[src/rtl/eq2_exerciser.sv]
// Self-test driver for a 1-bit equality comparator: steps through four fixed (x,y) vectors and counts mismatches.
// Optional build macro EQ2EX_STOP_ON_FAIL_EN ends a run at the first mismatching vector.
module eq2_exerciser #(
  parameter int unsigned HOLD_CYCLES = 50
) (
  input  logic       clk,
  input  logic       rst_n,
  input  logic       start,
  input  logic       s_in,
  output logic       x,
  output logic       y,
  output logic       busy,
  output logic       done,
  output logic       pass,
  output logic [2:0] err_cnt,
  output logic [1:0] vec_idx
);

  localparam int unsigned CNT_W = 8;
  localparam logic [CNT_W-1:0] CNT_LAST = CNT_W'(HOLD_CYCLES - 2);

  typedef enum logic [1:0] {
    S_IDLE  = 2'd0,
    S_APPLY = 2'd1,
    S_CHECK = 2'd2,
    S_DONE  = 2'd3
  } state_t;

  state_t           r_state;
  logic [CNT_W-1:0] r_cnt;

  logic       w_mismatch;
  logic       w_stop;
  logic [2:0] w_err_nxt;
  logic [1:0] w_idx_nxt;

  // Expected comparator result is ~(x^y) of the operands currently driven.
  assign w_mismatch = (s_in != ~(x ^ y));
  assign w_err_nxt  = err_cnt + 3'(w_mismatch);
  assign w_idx_nxt  = vec_idx + 2'd1;

`ifdef EQ2EX_STOP_ON_FAIL_EN
  assign w_stop = w_mismatch;
`else
  assign w_stop = 1'b0;
`endif

  // Vector table (0,0),(1,0),(1,1),(0,1) is x = idx[1]^idx[0], y = idx[1].
  always_ff @(posedge clk or negedge rst_n) begin
    if (!rst_n) begin
      r_state <= S_IDLE;
      r_cnt   <= '0;
      x       <= 1'b0;
      y       <= 1'b0;
      busy    <= 1'b0;
      done    <= 1'b0;
      pass    <= 1'b0;
      err_cnt <= '0;
      vec_idx <= '0;
    end else begin
      case (r_state)
        S_IDLE: begin
          if (start) begin
            r_state <= S_APPLY;
            r_cnt   <= '0;
            vec_idx <= 2'd0;
            x       <= 1'b0;
            y       <= 1'b0;
            busy    <= 1'b1;
            err_cnt <= '0;
          end
        end
        S_APPLY: begin
          r_cnt <= r_cnt + CNT_W'(1);
          if (r_cnt == CNT_LAST) begin
            r_state <= S_CHECK;
          end
        end
        S_CHECK: begin
          err_cnt <= w_err_nxt;
          if ((vec_idx == 2'd3) || w_stop) begin
            r_state <= S_DONE;
            busy    <= 1'b0;
            done    <= 1'b1;
            pass    <= (w_err_nxt == 3'd0);
          end else begin
            r_state <= S_APPLY;
            r_cnt   <= '0;
            vec_idx <= w_idx_nxt;
            x       <= w_idx_nxt[1] ^ w_idx_nxt[0];
            y       <= w_idx_nxt[1];
          end
        end
        S_DONE: begin
          r_state <= S_IDLE;
          done    <= 1'b0;
        end
        default: begin
          r_state <= S_IDLE;
        end
      endcase
    end
  end

endmodule

[config.mk]
export PLATFORM = sky130hd
export DESIGN_NAME = eq2_exerciser
export DESIGN_NICKNAME = d
export VERILOG_FILES = /design/src/rtl/eq2_exerciser.sv
export SDC_FILE = /design/constraint.sdc
export NUM_CORES = 1
export LEC_CHECK = 0
export ABC_AREA = 1
export CORE_MARGIN = 5
export CORE_UTILIZATION = 57
export DETAILED_ROUTE_END_ITERATION = 8
export PLACE_DENSITY = 0.94
export SETUP_SLACK_MARGIN = 0.4
export SYNTH_ARGS = -nofsm -noshare
export SYNTH_HDL_FRONTEND = slang
export SYNTH_SLANG_ARGS = --single-unit
[constraint.sdc]
create_clock -name clk -period 2.5 [get_ports clk]
set_input_delay 0.625 -clock clk [delete_from_list [all_inputs] [get_ports clk]]
set_output_delay 0.625 -clock clk [all_outputs]
set_load 0.01 [all_outputs]
==> impl_metrics.yaml <==
# flow metrics
yosys:
  syn_nets: 144
  synth_area_um2: 1080
  yosys.stat.seqShare: 0.439
  top_cell_area_share: 0.439
  yosys_area_um2: 1080
  syn_avg_cell_area_um2: 8.02
routing:
  dr_wl_met3_um: 78
  dr.pass1.iters: 4
  routed_wl_mm: 2.11
worst_setup_path:
  slowest_delay_ns: 0.57
  path_delay_family: "buffers and inverters"
  cp.arrival_ns: 1.30
  path_depth: 1
  cp_slowest_cell: "clkdlybuf4s50_1"
  crit_chain: "clkdlybuf4s50_1"
  cp-end-kind: "primary output"
final_timing:
  worst_slew_pin_slew_ns: 0.369
  slew_violations: 0
  fmax_mhz: 519
finish:
  final_layout_size_suffix_gt1_frac: 0.107
  diodes: 0
  multi_input_comb_cells: 97
  largest_class: "logic gates"
  bufAreaShareNonClock: 0.110
  clock_buffers: 4
  n_all_buffers: 14
  mostFrequentLayoutCell: "nand2_1"
floorplanning:
  die-area_um2: 2870
  fp-utilization: 0.613
  core.rowCount: 15
  die_w_um: 53.6
  taps: 25
global_routing:
  antenna_found_initial: 0
  grt-ovfl-total: 0
  grt_pass1_vias: 893
  grt_pass1_wl_mm: 3.84
  grtUsageMet2: 0.324
placement:
  gp_congestion: 0.848
  port_buffers: 13
outcome:
  status: "complete, no violations"
flow_run:
  warning_count: 27
clocking:
  cts_made_buffers: 3
  hold_buffers: 0
  htreeDepth: 1
  insertion_delay_ns: 0.30
power_and_ir_drop:
  pwr_density_cell_nw_per_um2: 382
[kinds of logic after synthesis]
kind of cell | count (synthesis) | share of synthesized area
AND/OR/NAND/NOR | 75 | 0.312
buffers and inverters | 19 | 0.0856
AND-OR/OR-AND | 14 | 0.0809
adder cells (fa/ha/maj) | 5 | 0.0578
flip-flops | 19 | 0.439
XOR/XNOR | 3 | 0.0243
[power by group]
part | switching (mW) | total, mW | internal [mW] | leakage, nW
Clock | 0.0928 | 0.155 | 0.0623 | 0.0150
Combinational | 0.00828 | 0.0149 | 0.00667 | 0.389
Sequential | 0 | 0.307 | 0.307 | 0.231
[Yosys cell counts]
cell type	number
buf_4	1
buf_6	2
dfrtp_1	19
ha_1	5
inv_1	14
inv_2	1
inv_4	1
nand2_1	45
nand2_2	2
nand2_4	2
nand3_1	12
nand4_1	2
nor2_1	9
nor2_4	2
nor3_1	1
o21ai_0	6
o21ai_1	3
o21ai_2	4
o21bai_1	1
xnor2_1	2
xor2_1	1
[stage by stage]
step                      instance area (µm²)  setup WS, ns  total power [mW]
final                                    1250         0.573             0.477
after global routing                     1250         0.493             0.500
after CTS                                1250         0.557             0.483
after detailed placement                 1220         0.331             0.329
after global placement                   1220         0.360             0.328
after floorplan                          1080         0.819             0.316
[worst reg2reg max path, delay by kind of cell (launching register included)]
family                   cells  cell delay, ns
AND/OR/NAND/NOR              1            0.07
flip-flops                   1            0.42
XOR/XNOR                     3            0.47
AND-OR/OR-AND                1            0.13
adder cells (fa/ha/maj)      2            0.37
[sequential cells by signal, summed over array words and instances, names as in the netlist]
| name | cells |
|---|---|
| vec_idx | 1 |
| busy | 1 |
| done | 1 |
| pass | 1 |
| y | 1 |
| r_cnt | 8 |
| err_cnt | 3 |
| x | 1 |
| r_state | 2 |
**I/O nets highlighted**

Drawn at 10 px/µm.
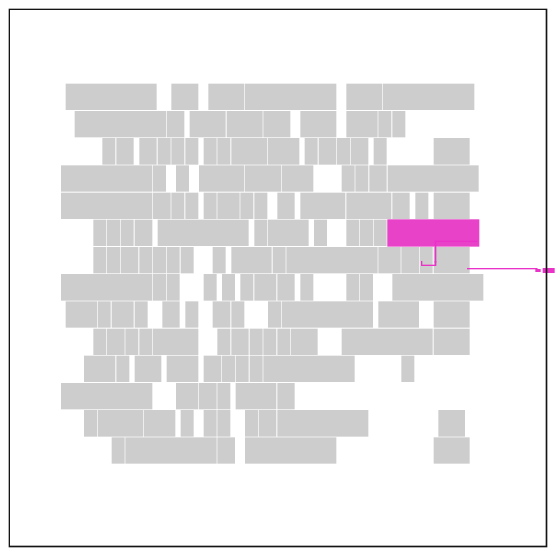
Key: magenta = busy [bits 1, direction output, end cells 1, buffers 1, wire 15.5 µm]

**Metal layers overlaid**

Drawn at 6 px/µm. Only two layers are drawn.
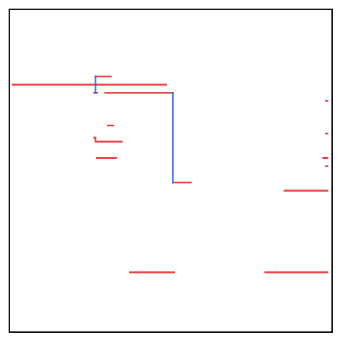
Key: blue = metal 4 [wire length 17.7 µm]; red = metal 3 [wire length 78.2 µm]

**Wire density map**

Drawn at 6 px/µm. 11 x 11 tiles, from dark blue (low) to red (high), scaled to the fullest tile. Values are wire area over tile area, all layers added.
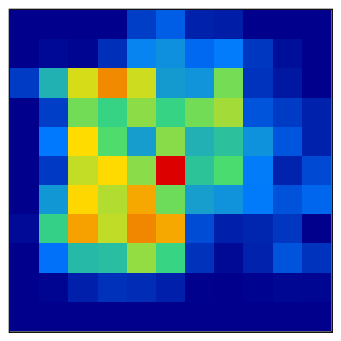
30% of the tiles are nearly empty. The mean over all tiles is 0.11. The emptiest ninth of the die: south-east. The fullest tile reaches 0.47. 21% of the tiles are over half the peak. The densest ninth of the die: centre.

**Sequential cells coloured by netlist name**

Drawn at 12 px/µm.
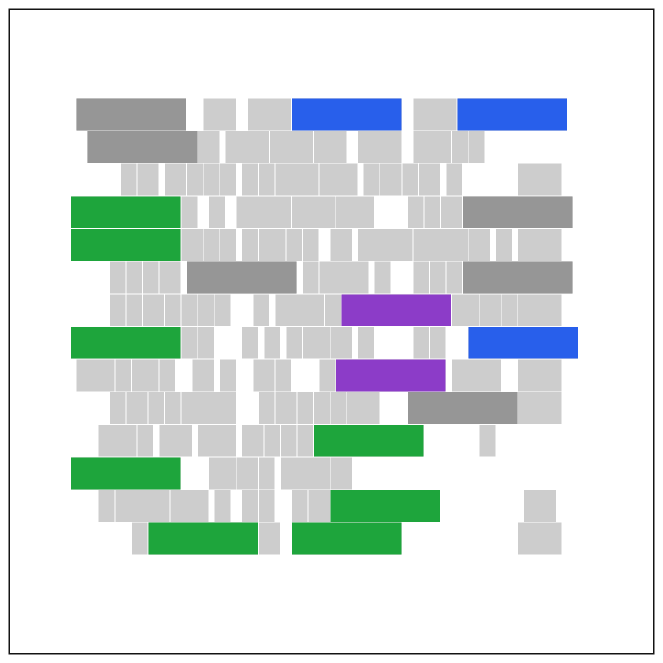
Key: blue = err_cnt [flops 3]; purple = r_state [flops 2]; green = r_cnt [flops 8]

Power is estimated from default activity; no workload was simulated.
